Fig. 1: run 1, wiring heat map
The die is cut into 32 by 33 equal tiles; white is low, dark blue is high, scaled to the fullest tile. Values are wire area over tile area, all layers added.
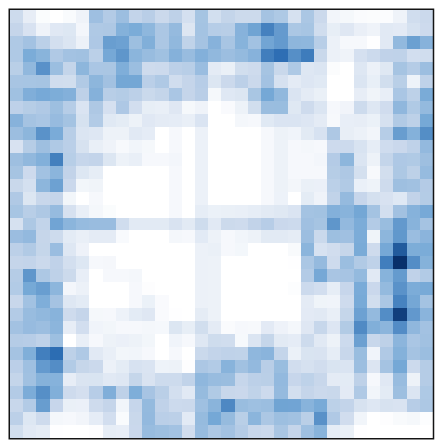
Fig. 2: run 1, pin placement
The bar under the picture is 50 microns long. Pins as bars across the die edge, other pins in gray.
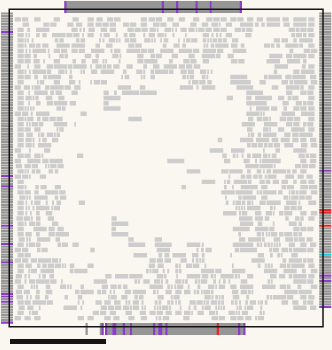
Fig. 3: run 1, logic cells by family
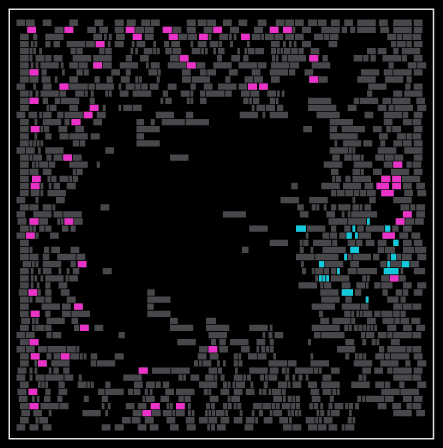
Fig. 4: run 1, I/O nets highlighted
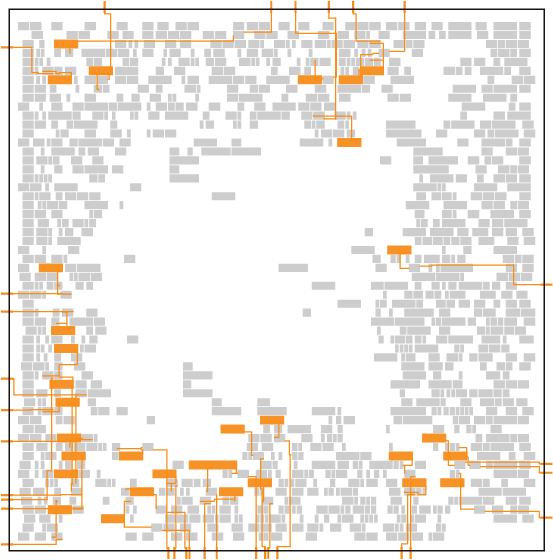
## src/rtl/apb_rr_master_pkg.sv

```systemverilog
// apb_rr_master_pkg
//   Shared types for the APB round-robin master.
//   - state_e   : sequencer states
//   - MAX_REQ   : largest supported requester count
//   - GNT_IDX_W : width of the grant index and round-robin pointer. It is
//                 sized for MAX_REQ, so one width covers every legal
//                 NUM_REQ (2..8).
package apb_rr_master_pkg;

    typedef enum logic [1:0] {
        ST_IDLE,
        ST_SETUP,
        ST_ACCESS,
        ST_DERR
    } state_e;

    localparam int unsigned MAX_REQ   = 8;
    localparam int unsigned GNT_IDX_W = $clog2(MAX_REQ);

endpackage

```

## src/rtl/apb_rr_arbiter.sv

```systemverilog
// apb_rr_arbiter
//   Combinational round-robin pick. It returns the first valid requester
//   at or after ptr, wrapping around to index 0.
//   Ports:
//     req_valid : per-requester request
//     ptr       : round-robin start index (register lives in the parent)
//     gnt       : one-hot grant (all zero when nothing is valid)
//     gnt_idx   : binary index of the grant
//     gnt_any   : at least one requester is valid
module apb_rr_arbiter
    import apb_rr_master_pkg::*;
#(
    parameter int NUM_REQ = 4
) (
    input  logic [NUM_REQ-1:0]   req_valid,
    input  logic [GNT_IDX_W-1:0] ptr,
    output logic [NUM_REQ-1:0]   gnt,
    output logic [GNT_IDX_W-1:0] gnt_idx,
    output logic                 gnt_any
);

    logic [GNT_IDX_W-1:0] hi_idx;
    logic [GNT_IDX_W-1:0] lo_idx;
    logic                 hi_any;
    logic                 lo_any;

    // Scan from high to low so that the last hit is the lowest index.
    // hi_* covers only indices at or after ptr. lo_* covers all indices and
    // supplies the wrapped choice.
    always_comb begin
        hi_idx = '0;
        lo_idx = '0;
        hi_any = 1'b0;
        lo_any = 1'b0;
        for (int j = NUM_REQ - 1; j >= 0; j--) begin
            if (req_valid[j]) begin
                lo_idx = GNT_IDX_W'(j);
                lo_any = 1'b1;
                if (GNT_IDX_W'(j) >= ptr) begin
                    hi_idx = GNT_IDX_W'(j);
                    hi_any = 1'b1;
                end
            end
        end
        gnt_any = hi_any | lo_any;
        gnt_idx = hi_any ? hi_idx : lo_idx;
        gnt     = gnt_any ? (NUM_REQ'(1) << gnt_idx) : '0;
    end

endmodule

```

## src/rtl/apb_rr_master.sv

```systemverilog
// apb_rr_master
//   APB master sequencer shared by NUM_REQ requesters using round-robin
//   arbitration. It decodes the target slave from the top SEL_BITS of the
//   address and runs IDLE -> SETUP -> ACCESS. The completion (read data and
//   error) goes back to the granted requester as a one-cycle registered pulse.
//   Ports:
//     pclock, preset        : clock, synchronous active-high reset
//     req_valid/write/addr/wdata : packed per-requester request bus
//     req_ready             : one-hot accept pulse (combinational, IDLE only)
//     rsp_valid/rdata/err   : one-hot completion pulse with shared data/error
//     paddr/pwdata/pwrite/psel_x/penable : APB master outputs
//     prdata/pready/pslverr : APB slave returns
//   Optional feature: define APB_RR_MASTER_TIMEOUT_EN to add an ACCESS-phase
//   watchdog. After TIMEOUT_CYCLES cycles without pready it ends the transfer
//   with an error.
//
//   state  | meaning
//   IDLE   | no transfer; arbitrate and accept a request
//   SETUP  | psel_x asserted, penable low (one cycle)
//   ACCESS | penable high; wait for pready (or watchdog expiry)
//   DERR   | address decoded to no slave; report an error next edge
module apb_rr_master
    import apb_rr_master_pkg::*;
#(
    parameter int NUM_REQ      = 4,
    parameter int ADDR_WIDTH   = 32,
    parameter int DATA_WIDTH   = 32,
    parameter int NO_OF_SLAVES = 7,
    parameter int SEL_BITS     = 3
`ifdef APB_RR_MASTER_TIMEOUT_EN
    ,
    parameter int TIMEOUT_CYCLES = 16
`endif
) (
    input  logic                             pclock,
    input  logic                             preset,
    input  logic [NUM_REQ-1:0]               req_valid,
    input  logic [NUM_REQ-1:0]               req_write,
    input  logic [NUM_REQ*ADDR_WIDTH-1:0]    req_addr,
    input  logic [NUM_REQ*DATA_WIDTH-1:0]    req_wdata,
    output logic [NUM_REQ-1:0]               req_ready,
    output logic [NUM_REQ-1:0]               rsp_valid,
    output logic [DATA_WIDTH-1:0]            rsp_rdata,
    output logic                             rsp_err,
    output logic [ADDR_WIDTH-1:0]            paddr,
    output logic [DATA_WIDTH-1:0]            pwdata,
    output logic                             pwrite,
    output logic [NO_OF_SLAVES-1:0]          psel_x,
    output logic                             penable,
    input  logic [DATA_WIDTH-1:0]            prdata,
    input  logic                             pready,
    input  logic                             pslverr
);

    state_e                  state_q, state_d;
    logic [GNT_IDX_W-1:0]    ptr_q, ptr_d;
    logic [GNT_IDX_W-1:0]    gidx_q, gidx_d;
    logic [ADDR_WIDTH-1:0]   addr_q, addr_d;
    logic [DATA_WIDTH-1:0]   wdata_q, wdata_d;
    logic                    write_q, write_d;
    logic [NO_OF_SLAVES-1:0] psel_q, psel_d;
    logic                    penable_q, penable_d;
    logic [NUM_REQ-1:0]      rsp_valid_q, rsp_valid_d;
    logic [DATA_WIDTH-1:0]   rsp_rdata_q, rsp_rdata_d;
    logic                    rsp_err_q, rsp_err_d;

`ifdef APB_RR_MASTER_TIMEOUT_EN
    localparam int TMO_W = ($clog2(TIMEOUT_CYCLES + 1) > 5) ? $clog2(TIMEOUT_CYCLES + 1) : 5;
    logic [TMO_W-1:0]        tmo_cnt_q, tmo_cnt_d;
`endif

    logic [NUM_REQ-1:0]      gnt;
    logic [GNT_IDX_W-1:0]    gnt_idx;
    logic                    gnt_any;

    // The arrays are padded to MAX_REQ entries so that gnt_idx indexes them
    // at its natural width.
    logic [ADDR_WIDTH-1:0]   addr_arr  [MAX_REQ];
    logic [DATA_WIDTH-1:0]   wdata_arr [MAX_REQ];
    logic [ADDR_WIDTH-1:0]   sel_addr;
    logic [SEL_BITS-1:0]     sel_idx;

    for (genvar i = 0; i < MAX_REQ; i++) begin : g_unpack
        if (i < NUM_REQ) begin : g_real
            assign addr_arr[i]  = req_addr[i*ADDR_WIDTH +: ADDR_WIDTH];
            assign wdata_arr[i] = req_wdata[i*DATA_WIDTH +: DATA_WIDTH];
        end else begin : g_pad
            assign addr_arr[i]  = '0;
            assign wdata_arr[i] = '0;
        end
    end

    assign sel_addr = addr_arr[gnt_idx];
    assign sel_idx  = sel_addr[ADDR_WIDTH-1 -: SEL_BITS];

    apb_rr_arbiter #(
        .NUM_REQ (NUM_REQ)
    ) u_arb (
        .req_valid (req_valid),
        .ptr       (ptr_q),
        .gnt       (gnt),
        .gnt_idx   (gnt_idx),
        .gnt_any   (gnt_any)
    );

    always_comb begin
        state_d     = state_q;
        ptr_d       = ptr_q;
        gidx_d      = gidx_q;
        addr_d      = addr_q;
        wdata_d     = wdata_q;
        write_d     = write_q;
        psel_d      = psel_q;
        penable_d   = penable_q;
        rsp_valid_d = '0;
        rsp_rdata_d = '0;
        rsp_err_d   = 1'b0;
        req_ready   = '0;
`ifdef APB_RR_MASTER_TIMEOUT_EN
        tmo_cnt_d   = tmo_cnt_q;
`endif
        case (state_q)
            ST_IDLE: begin
                if (gnt_any) begin
                    // A reset edge discards this accept, so do not signal it.
                    req_ready = preset ? '0 : gnt;
                    addr_d    = sel_addr;
                    wdata_d   = wdata_arr[gnt_idx];
                    write_d   = |(req_write & gnt);
                    gidx_d    = gnt_idx;
                    ptr_d     = (gnt_idx == GNT_IDX_W'(NUM_REQ - 1)) ? '0
                                                                     : gnt_idx + GNT_IDX_W'(1);
                    if (int'(sel_idx) < NO_OF_SLAVES) begin
                        psel_d  = NO_OF_SLAVES'(1) << sel_idx;
                        state_d = ST_SETUP;
                    end else begin
                        state_d = ST_DERR;
                    end
                end
            end
            ST_SETUP: begin
                penable_d = 1'b1;
                state_d   = ST_ACCESS;
`ifdef APB_RR_MASTER_TIMEOUT_EN
                tmo_cnt_d = '0;
`endif
            end
            ST_ACCESS: begin
                if (pready) begin
                    psel_d      = '0;
                    penable_d   = 1'b0;
                    rsp_valid_d = NUM_REQ'(1) << gidx_q;
                    rsp_rdata_d = write_q ? '0 : prdata;
                    rsp_err_d   = pslverr;
                    state_d     = ST_IDLE;
                end
`ifdef APB_RR_MASTER_TIMEOUT_EN
                else if (tmo_cnt_q == TMO_W'(TIMEOUT_CYCLES - 1)) begin
                    psel_d      = '0;
                    penable_d   = 1'b0;
                    rsp_valid_d = NUM_REQ'(1) << gidx_q;
                    rsp_err_d   = 1'b1;
                    state_d     = ST_IDLE;
                end else begin
                    tmo_cnt_d = tmo_cnt_q + TMO_W'(1);
                end
`endif
            end
            ST_DERR: begin
                rsp_valid_d = NUM_REQ'(1) << gidx_q;
                rsp_err_d   = 1'b1;
                state_d     = ST_IDLE;
            end
            default: state_d = ST_IDLE;
        endcase
    end

    always_ff @(posedge pclock) begin
        if (preset) begin
            state_q     <= ST_IDLE;
            ptr_q       <= '0;
            gidx_q      <= '0;
            addr_q      <= '0;
            wdata_q     <= '0;
            write_q     <= 1'b0;
            psel_q      <= '0;
            penable_q   <= 1'b0;
            rsp_valid_q <= '0;
            rsp_rdata_q <= '0;
            rsp_err_q   <= 1'b0;
`ifdef APB_RR_MASTER_TIMEOUT_EN
            tmo_cnt_q   <= '0;
`endif
        end else begin
            state_q     <= state_d;
            ptr_q       <= ptr_d;
            gidx_q      <= gidx_d;
            addr_q      <= addr_d;
            wdata_q     <= wdata_d;
            write_q     <= write_d;
            psel_q      <= psel_d;
            penable_q   <= penable_d;
            rsp_valid_q <= rsp_valid_d;
            rsp_rdata_q <= rsp_rdata_d;
            rsp_err_q   <= rsp_err_d;
`ifdef APB_RR_MASTER_TIMEOUT_EN
            tmo_cnt_q   <= tmo_cnt_d;
`endif
        end
    end

    assign paddr     = addr_q;
    assign pwdata    = wdata_q;
    assign pwrite    = write_q;
    assign psel_x    = psel_q;
    assign penable   = penable_q;
    assign rsp_valid = rsp_valid_q;
    assign rsp_rdata = rsp_rdata_q;
    assign rsp_err   = rsp_err_q;

endmodule

```

## config.mk

```make
export PLATFORM = sky130hd
export DESIGN_NAME = apb_rr_master
export DESIGN_NICKNAME = d
export VERILOG_FILES = /design/src/rtl/apb_rr_master_pkg.sv /design/src/rtl/apb_rr_arbiter.sv /design/src/rtl/apb_rr_master.sv
export SDC_FILE = /design/constraint.sdc
export NUM_CORES = 1
export LEC_CHECK = 0
export CAP_MARGIN = 10
export CORE_AREA = 2 2 160 162
export DETAILED_ROUTE_END_ITERATION = 12
export DIE_AREA = 0 0 162 164
export PLACE_DENSITY = 0.67
export SYNTH_ARGS = -nofsm -noshare
export SYNTH_HDL_FRONTEND = slang
export SYNTH_SLANG_ARGS = --single-unit
```

## constraint.sdc

```tcl
create_clock -name pclock -period 2.79 [get_ports pclock]
set_input_delay 0.4185 -clock pclock [delete_from_list [all_inputs] [get_ports pclock]]
set_output_delay 0.4185 -clock pclock [all_outputs]
set_load 0.01 [all_outputs]
```

==> results.cfg <==
; generated from flow reports
[power_and_ir_drop]
pg_clk_uw = 2320
power.share.clock_pct = 32.5
combinationalPower_uw = 2750

[synth]
enable_flop_cells = 0
synth.ff_latch_count = 116
post_synth_main_area_contributors = sky130_fd_sc_hd__dfxtp_1 41%, sky130_fd_sc_hd__nand2_1 15%, sky130_fd_sc_hd__mux2i_1 9.8%
yosysTopAreaCell = sky130_fd_sc_hd__dfxtp_1
ys_cells = 711
mappedNetlistNets = 1015
ys_chip_area_sq_um = 5642
top_area_share_pct = 41.16
avgSynthCellArea_sq_um = 7.935

[clocking]
clock_slew_at_reported_path_ffs_ns = 0.06
clock-sinks = 116
clkLatencyLatePin_ns = 0.41

[detailed_routing]
routed-wl-met3_microns = 1998
route.top_layer_used = met5
viasPerCell = 4.534
drt_iter0_markers = 292

[final_timing]
timing.final.ws_setup_ns = 0.1765
timing.final.max_slew_violations = 0
fin_hold_ws_ns = 0.4531
fin_setup_tns_ns = 0
min_period_ns = 2.613
slew_headroom_pct = 69.78

[global_routing]
grt_pass1_wl_microns = 35440
global_route.overflow_total = 0
met2_usage_pct = 29.23
busiest_metal_layer_after_global_routing = met2
grt_max_degree = 81
number_of_antenna_violations_at_the_first_check_in_global_routing = 1

[run]
log.warning_count = 29
max-cap-violations = 0

[outcome]
run_status = finished, final reports clean

[setup_path]
timing.critical_path.max_delay_family = buffers and inverters
slowest_stage = sky130_fd_sc_hd__clkdlybuf4s50_1
capture_point_of_the_worst_reg_to_reg_path = psel_x[2]
end_kind = output port
timing.critical_path.buf_inv = 2
worstPathMaxFanout = 5
worstRegToRegCells = 9

[min_path]
hold_class = register to register

[place]
pre_cts_ws_ns = -0.03194
post_dp_cell_area_sq_um = 10240

[final_layout]
n_antenna_cell = 0

[floorplan]
chip_area_sq_um = 26570
Back to the opening pictures, Fig. 1:
15% of the tiles are nearly empty. The mean over all tiles is 0.15. The fullest tile reaches 0.67. 6.2% of the tiles are over half the peak. The emptiest ninth of the die: center.
total global-route track usage: 17.18%
average wire length per cell after detail routing: 16.51 microns
vias after detailed routing: 6,606
wire length reported by the detailed router: 24,050 microns

Back to the opening pictures, Fig. 2:
paddr: marked purple, pins 32, direction output, edge 12 south, 10 west, 6 north, 4 east. pwrite: marked cyan, pins 1, direction output, edge east. req_write: marked red, pins 4, direction input, edge 3 east, 1 south.
All pins by edge: 119 west, 113 east, 100 north, 82 south.
die outline height: 164 microns
die width: 162 microns
number of buffers inserted by port buffering: 413

Back to the opening pictures, Fig. 3:
multiplexers: marked magenta, cells 58, most used mux2i_1, where spread over the die. NOR gates: marked cyan, cells 20, most used nor2_1, where east.
share of the final layout cell area in multi-input gates: 28.28%
most common logic cell in the routed design: sky130_fd_sc_hd__clkdlybuf4s50_1
tally of non-filler cells in the final layout: 1,457

Back to the opening pictures, Fig. 4:
paddr: marked orange, bits 32, direction output, end cells 32, wire 1,220 microns.
# IOs: 414

[run 1: layout make-up]
cell class | count | area [sq um]
multi-input combinational | 530 | 3073
fill | 2511 | 13950
timing repair buffer | 440 | 4402
clock buffer | 17 | 425.4
inverter | 9 | 41.29
tap | 330 | 412.9
sequential | 116 | 2323
clock inverter | 15 | 188.9
[run 1: worst max path at each step]
stage,start,to,slack (ns),cells past startpoint
after floorplan,req_valid[2],req_ready[1],0.46,7
after global placement,req_valid[2],req_ready[2],0.0006,8
after detailed placement,req_valid[2],req_ready[2],-0.03,8
after CTS,req_valid[0],req_ready[1],0.004,7
after global routing,ptr_q[1],req_ready[2],0.008,7
final,ptr_q[1],req_ready[0],0.18,7
[run 1: what timing repair did]
action	CTS	global route
setup buffers	0	0
hold buffers	0	0
resized	0	4
pin swaps	1	1
setup endpoints to repair	4	4
